<file path="config.mk">
export PLATFORM = sky130hd
export DESIGN_NAME = ifm_pingpong_reader
export DESIGN_NICKNAME = d
export VERILOG_FILES = /design/src/rtl/ifm_pingpong_reader.sv
export SDC_FILE = /design/constraint.sdc
export NUM_CORES = 1
export LEC_CHECK = 0
export CAP_MARGIN = 20
export CORE_MARGIN = 2
export CORE_UTILIZATION = 45
export CTS_CLUSTER_DIAMETER = 80
export DETAILED_ROUTE_END_ITERATION = 7
export GPL_ROUTABILITY_DRIVEN = 1
export PLACE_DENSITY = 0.81
export SLEW_MARGIN = 5
export SYNTH_ARGS = -nofsm -noshare
export SYNTH_HDL_FRONTEND = slang
export SYNTH_SLANG_ARGS = --single-unit
</file>
<file path="constraint.sdc">
create_clock -name clk -period 4.6 [get_ports clk]
set_clock_uncertainty 0.2 [all_clocks]
set_input_delay 1.38 -clock clk [delete_from_list [all_inputs] [get_ports clk]]
set_output_delay 1.38 -clock clk [all_outputs]
set_load 0.03 [all_outputs]
</file>
<file path="src/rtl/ifm_pingpong_reader.sv">
// ifm_pingpong_reader: next-layer reader of the two-bank IFM ping-pong memory.
// Owns the bank select, streams the read bank as pixel pairs through a
// 2-entry skid FIFO so backpressure never drops synchronous-RAM read data.
// Optional build macro IFM_READER_PERF_EN adds stall/frame counters.
module ifm_pingpong_reader #(
    parameter int DATA_WIDTH       = 32,
    parameter int IFM_SIZE         = 28,
    parameter int ADDRESS_SIZE_IFM = $clog2(IFM_SIZE * IFM_SIZE)
) (
    input  logic                        clk,
    input  logic                        rst_n,
    input  logic                        write_frame_done,
    output logic                        write_ready,
    output logic [$clog2(2)-1:0]        ifm_sel,
    output logic                        ifm_enable_read_A_next,
    output logic                        ifm_enable_read_B_next,
    output logic [ADDRESS_SIZE_IFM-1:0] ifm_address_read_A_next,
    output logic [ADDRESS_SIZE_IFM-1:0] ifm_address_read_B_next,
    input  logic [DATA_WIDTH-1:0]       data_in_A,
    input  logic [DATA_WIDTH-1:0]       data_in_B,
    output logic                        out_valid,
    input  logic                        out_ready,
    output logic [DATA_WIDTH-1:0]       out_data_a,
    output logic [DATA_WIDTH-1:0]       out_data_b,
    output logic                        out_last,
    output logic                        overflow_err
`ifdef IFM_READER_PERF_EN
    ,
    output logic [31:0]                 stall_cycles,
    output logic [15:0]                 frames_done
`endif
);

    localparam int PIXELS = IFM_SIZE * IFM_SIZE;
    localparam int PAIRS  = (PIXELS + 1) / 2;
    localparam logic [ADDRESS_SIZE_IFM-1:0] LAST_PAIR = ADDRESS_SIZE_IFM'(PAIRS - 1);
    localparam bit ODD_PIXELS = (PIXELS % 2) == 1;

    typedef enum logic [1:0] {IDLE, SWAP, READ, DRAIN} state_t;

    state_t                      state, state_next;
    logic                        pending;
    logic [ADDRESS_SIZE_IFM-1:0] pair_idx;
    logic                        inflight, inflight_last, inflight_b_en;
    logic [DATA_WIDTH-1:0]       fifo_a [2];
    logic [DATA_WIDTH-1:0]       fifo_b [2];
    logic [1:0]                  fifo_last;
    logic                        rd_ptr, wr_ptr;
    logic [1:0]                  fifo_count;
    logic [2:0]                  occupancy;
    logic                        issue, issue_last, pop, push, fifo_drains;

    assign out_valid   = (fifo_count != 2'd0);
    assign pop         = out_valid && out_ready;
    assign push        = inflight;
    assign write_ready = !pending;

    // Slots committed after this edge: buffered pairs plus the read in flight,
    // minus the pair leaving now. Counting the pop keeps 1 pair/cycle.
    assign occupancy   = {1'b0, fifo_count} + {2'b00, inflight} - {2'b00, pop};
    assign issue       = (state == READ) && (occupancy < 3'd2);
    assign issue_last  = (pair_idx == LAST_PAIR);
    assign fifo_drains = !inflight && ((fifo_count == 2'd0) || (fifo_count == 2'd1 && pop));

    assign out_data_a  = fifo_a[rd_ptr];
    assign out_data_b  = fifo_b[rd_ptr];
    assign out_last    = out_valid && fifo_last[rd_ptr];

    // Read-port drive: pair k reads pixels 2k/2k+1; the unpaired last pixel of an odd frame leaves port B idle
    always_comb begin
        ifm_enable_read_A_next  = issue;
        ifm_enable_read_B_next  = issue && !(ODD_PIXELS && issue_last);
        ifm_address_read_A_next = '0;
        ifm_address_read_B_next = '0;
        if (issue) begin
            ifm_address_read_A_next = {pair_idx[ADDRESS_SIZE_IFM-2:0], 1'b0};
        end
        if (ifm_enable_read_B_next) begin
            ifm_address_read_B_next = {pair_idx[ADDRESS_SIZE_IFM-2:0], 1'b1};
        end
    end

    // Next-state logic: a filled bank kicks off a swap, draining returns to idle or straight into the next swap
    always_comb begin
        state_next = state;
        case (state)
            IDLE:    if (pending || write_frame_done) state_next = SWAP;
            SWAP:    state_next = READ;
            READ:    if (issue && issue_last) state_next = DRAIN;
            DRAIN:   if (fifo_drains) state_next = (pending || write_frame_done) ? SWAP : IDLE;
            default: state_next = IDLE;
        endcase
    end

    // State register
    always_ff @(posedge clk or negedge rst_n) begin
        if (!rst_n) state <= IDLE;
        else        state <= state_next;
    end

    // Bank ownership: pending flag (set wins over the swap clear), overflow flag, bank select and pair counter
    always_ff @(posedge clk or negedge rst_n) begin
        if (!rst_n) begin
            pending      <= 1'b0;
            overflow_err <= 1'b0;
            ifm_sel      <= '0;
            pair_idx     <= '0;
        end else begin
            if (write_frame_done) begin
                pending <= 1'b1;
                if (pending && state != SWAP) overflow_err <= 1'b1;
            end else if (state == SWAP) begin
                pending <= 1'b0;
            end
            if (state == SWAP) begin
                ifm_sel  <= ~ifm_sel;
                pair_idx <= '0;
            end else if (issue) begin
                pair_idx <= pair_idx + 1'b1;
            end
        end
    end

    // Capture the RAM data one cycle after the read and push it into the skid FIFO
    always_ff @(posedge clk or negedge rst_n) begin
        if (!rst_n) begin
            inflight      <= 1'b0;
            inflight_last <= 1'b0;
            inflight_b_en <= 1'b0;
            rd_ptr        <= 1'b0;
            wr_ptr        <= 1'b0;
            fifo_count    <= 2'd0;
            fifo_last     <= 2'b00;
            for (int i = 0; i < 2; i++) begin
                fifo_a[i] <= '0;
                fifo_b[i] <= '0;
            end
        end else begin
            inflight      <= issue;
            inflight_last <= issue && issue_last;
            inflight_b_en <= ifm_enable_read_B_next;
            if (push) begin
                fifo_a[wr_ptr]    <= data_in_A;
                fifo_b[wr_ptr]    <= inflight_b_en ? data_in_B : '0;
                fifo_last[wr_ptr] <= inflight_last;
                wr_ptr            <= ~wr_ptr;
            end
            if (pop) rd_ptr <= ~rd_ptr;
            fifo_count <= fifo_count + {1'b0, push} - {1'b0, pop};
        end
    end

`ifdef IFM_READER_PERF_EN
    // Saturating stall and completed-frame counters
    always_ff @(posedge clk or negedge rst_n) begin
        if (!rst_n) begin
            stall_cycles <= '0;
            frames_done  <= '0;
        end else begin
            if (out_valid && !out_ready && stall_cycles != '1) stall_cycles <= stall_cycles + 1'b1;
            if (pop && out_last && frames_done != '1) frames_done <= frames_done + 1'b1;
        end
    end
`endif

endmodule

</file>
==> reports/qor.yml <==
status: "complete, but fails checks"
violations: "negative setup slack"
path_class: "primary input to output port"
gp_congestion: 0.7822
met2_usage_pct: 31.70
whs_endpoint: "ifm_sel$_DFFE_PN0P_"
hold_slack_ns: 0.2689
htree_levels: 4
via_per_inst: 5.202
clockBufferCount: 18
p_int_w: 0.004791
grt_pass1_wl_um: 23550
chipArea_mm2: 0.01606
via_count: 4318
cellPowerDensity_mw_per_mm2: 800.3
place_area_mm2: 0.008563
wl_met1_um: 6114
dp_hpwl_um: 9232
top_area_share_pct: 55.75
cp.required_ns: 3.02
ys_seq_share_pct: 55.75
r2r-end: "state[0]$_DFFE_PN0P_"
logic_area_mm2: 0.002854
die_h_um: 126.7
ctsHoldBuffers: 0
startpoint: "out_ready"
dominant_cells: "registers"
cts_num_sinks: 151
remaining_drc_errors: 0
clk_latency_ns: 0.41
critPathMaxStageDelay_ns: 0.57
ant_nets: 0
comb_power_share_pct: 50.6
final_area_mm2: 0.009344
ys_cells: 470
drt-initial-drc-count: 135
clock_tree.buffer_depth: 2
inverters: 9
antenna_found_initial: 0
min_from: "ifm_sel$_DFFE_PN0P_"
p_leak_nw: 4.035
comb_area_share_pct: 30.54
crit_path_end: "ifm_address_read_A_next[9]"
io_pins: 159
maxCapViolations: 0
seq_power_share_pct: 30.1
cts_root_buf: "clkbuf_16"
stdcell_count: 830
grt_use_met3_pct: 5.989
cp-start-kind: "primary input"
cts_buffers: 17
avgSynthCellArea_um2: 14.42
synth-edff-count: 0
antenna_cells: 0
setup_viol: 21
tns_ns: -4.297
final.min_clock_period_ns: 4.817
synth_flops: 151
crit_path_end_kind: "output port"
num-nonclk-buffers: 180
fmax_mhz: 207.6
die_width_um: 126.7
drv_slew: 0
flop_area_mm2: 0.003780
dp_cells: 791
synth_top_cell_by_area: "dfrtp_1"
top_usage_layer: "met2"
syn_area_mm2: 0.006778
cp_max_fo: 6
flop_cell: "dfrtp_1"
arrival_ns: 3.24
buffer_area_share_pct: 19.54
core_mm2: 0.01464
drt-pass1-iter-count: 4
setup_ws_ns: -0.2175
clockPowerShare_pct: 19.3
hp-class: "flop to flop"
portBuffers: 157
final-clk-cell-share_pct: 6.615
wl_met3_um: 851
final_nets: 710
grt_pass1_vias: 4797
clkTransAtPathRegs_ns: 0.06
finalCritPeriodShare_pct: 104.7
synthArstFlopShare_pct: 100.0
grt_util_met1_pct: 22.57
rr_startpoint: "fifo_count[1]$_DFF_PN0_"
relSlewSlack_pct: 34.61
drive_above_1_share_pct: 45.98
post-cts-setup-buffer-count: 6
power groups by stage:
stage | clock network (W) | registers (W) | logic (W)
2_1_floorplan | 0 | 0.00217 | 0.00251
3_5_place_dp | 0 | 0.00228 | 0.00371
4_1_cts | 0.00148 | 0.00225 | 0.00381
5_1_grt | 0.00154 | 0.00233 | 0.00399
6_report | 0.00144 | 0.00225 | 0.00379
3_3_place_gp | 0 | 0.00222 | 0.00365
registers in the layout, indices dropped and copies added, names as in the netlist:
signal	flops
fifo_last	2
state	2
overflow_err	1
ifm_sel	1
fifo_b	64
pair_idx	10
inflight_last	1
inflight_b_en	1
fifo_count	2
rd_ptr	1
wr_ptr	1
pending	1
fifo_a	64
cells by family after synthesis:
logic type               after synthesis  synth area share, %
AND/OR/NAND/NOR                       45                3.544
XOR/XNOR                              14                1.809
flip-flops                           151                55.75
multiplexers                         195                32.38
other                                  1              0.05533
AND-OR/OR-AND                         12                1.495
adder cells (fa/ha/maj)                8                1.588
buffers and inverters                 44                3.378
synth_stat cells (3+ instances only):
cell / count
dfrtp_1: 151
mux2_2: 194
buf_4: 12
xnor2_1: 3
ha_1: 7
nor2_1: 13
and2_1: 9
clkbuf_1: 7
buf_2: 15
inv_1: 9
xor2_1: 11
nand2_1: 6
nand3_1: 4
a21oi_1: 3
critical path, delay by kind of cell:
family / cells / cell delay, ns
fa+ha+maj: 3 / 0.92
simple gates: 4 / 0.48
buf+inv: 5 / 0.44
cell usage in the layout (no fill, tap or decap), types with 7 or more instances in the layout:
cell type          n
nor2_1            12
clkbuf_16         17
buf_4             16
dfrtp_1          150
mux2_2           194
buf_6             27
inv_1              7
xor2_1            10
and2_4            10
clkdlybuf4s50_1  134
==> images/placement.png <==
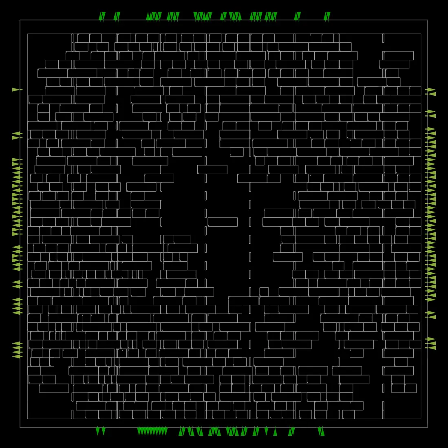
Flops: 151
flop share of the area: 40.45%
Final Core Density: 63.81%
fill count: 1,068

==> images/metal_density.png <==
Scale bar: 50 um. The die is cut into 25 by 25 equal tiles; black is low, pale yellow is high, scaled to the fullest tile. Values are wire area over tile area, all layers added.
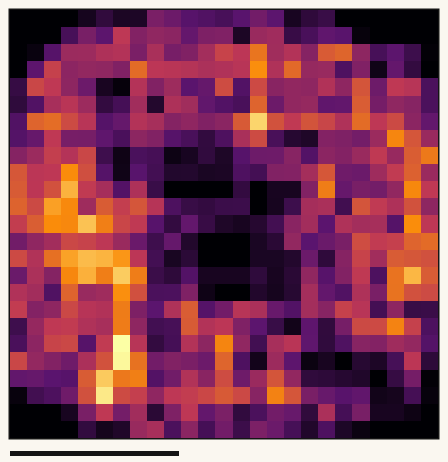
densest ninth of the die: west
mean over tiles: 0.14
nearly empty tiles: 8.5%
emptiest ninth of the die: centre
tiles over half the peak: 23%
fullest tile: 0.42
global-route usage over all layers: 18.61%
Routed wire per std cell: 17.31 um

==> images/detail.png <==
Scale bar: 20 um. Window x 7 to 57, y 7 to 57 um. Cells in grey, sequential cells in the stronger grey; small squares are vias.
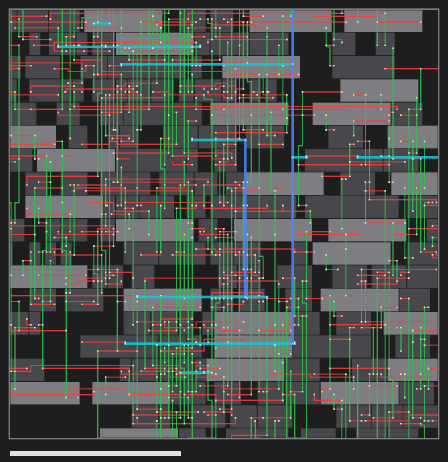
[metal 1] red
[metal 4] blue
[metal 3] cyan
[metal 2] green
netlist names of flops here include: pair_idx (9), fifo_a (8), fifo_count (2)
sequential cells in the window: 29
cells with their middle in the window: 158
most frequent: dfrtp_1 (28), mux2_2 (13), buf_4 (13)

Power is estimated from default activity; no workload was simulated.
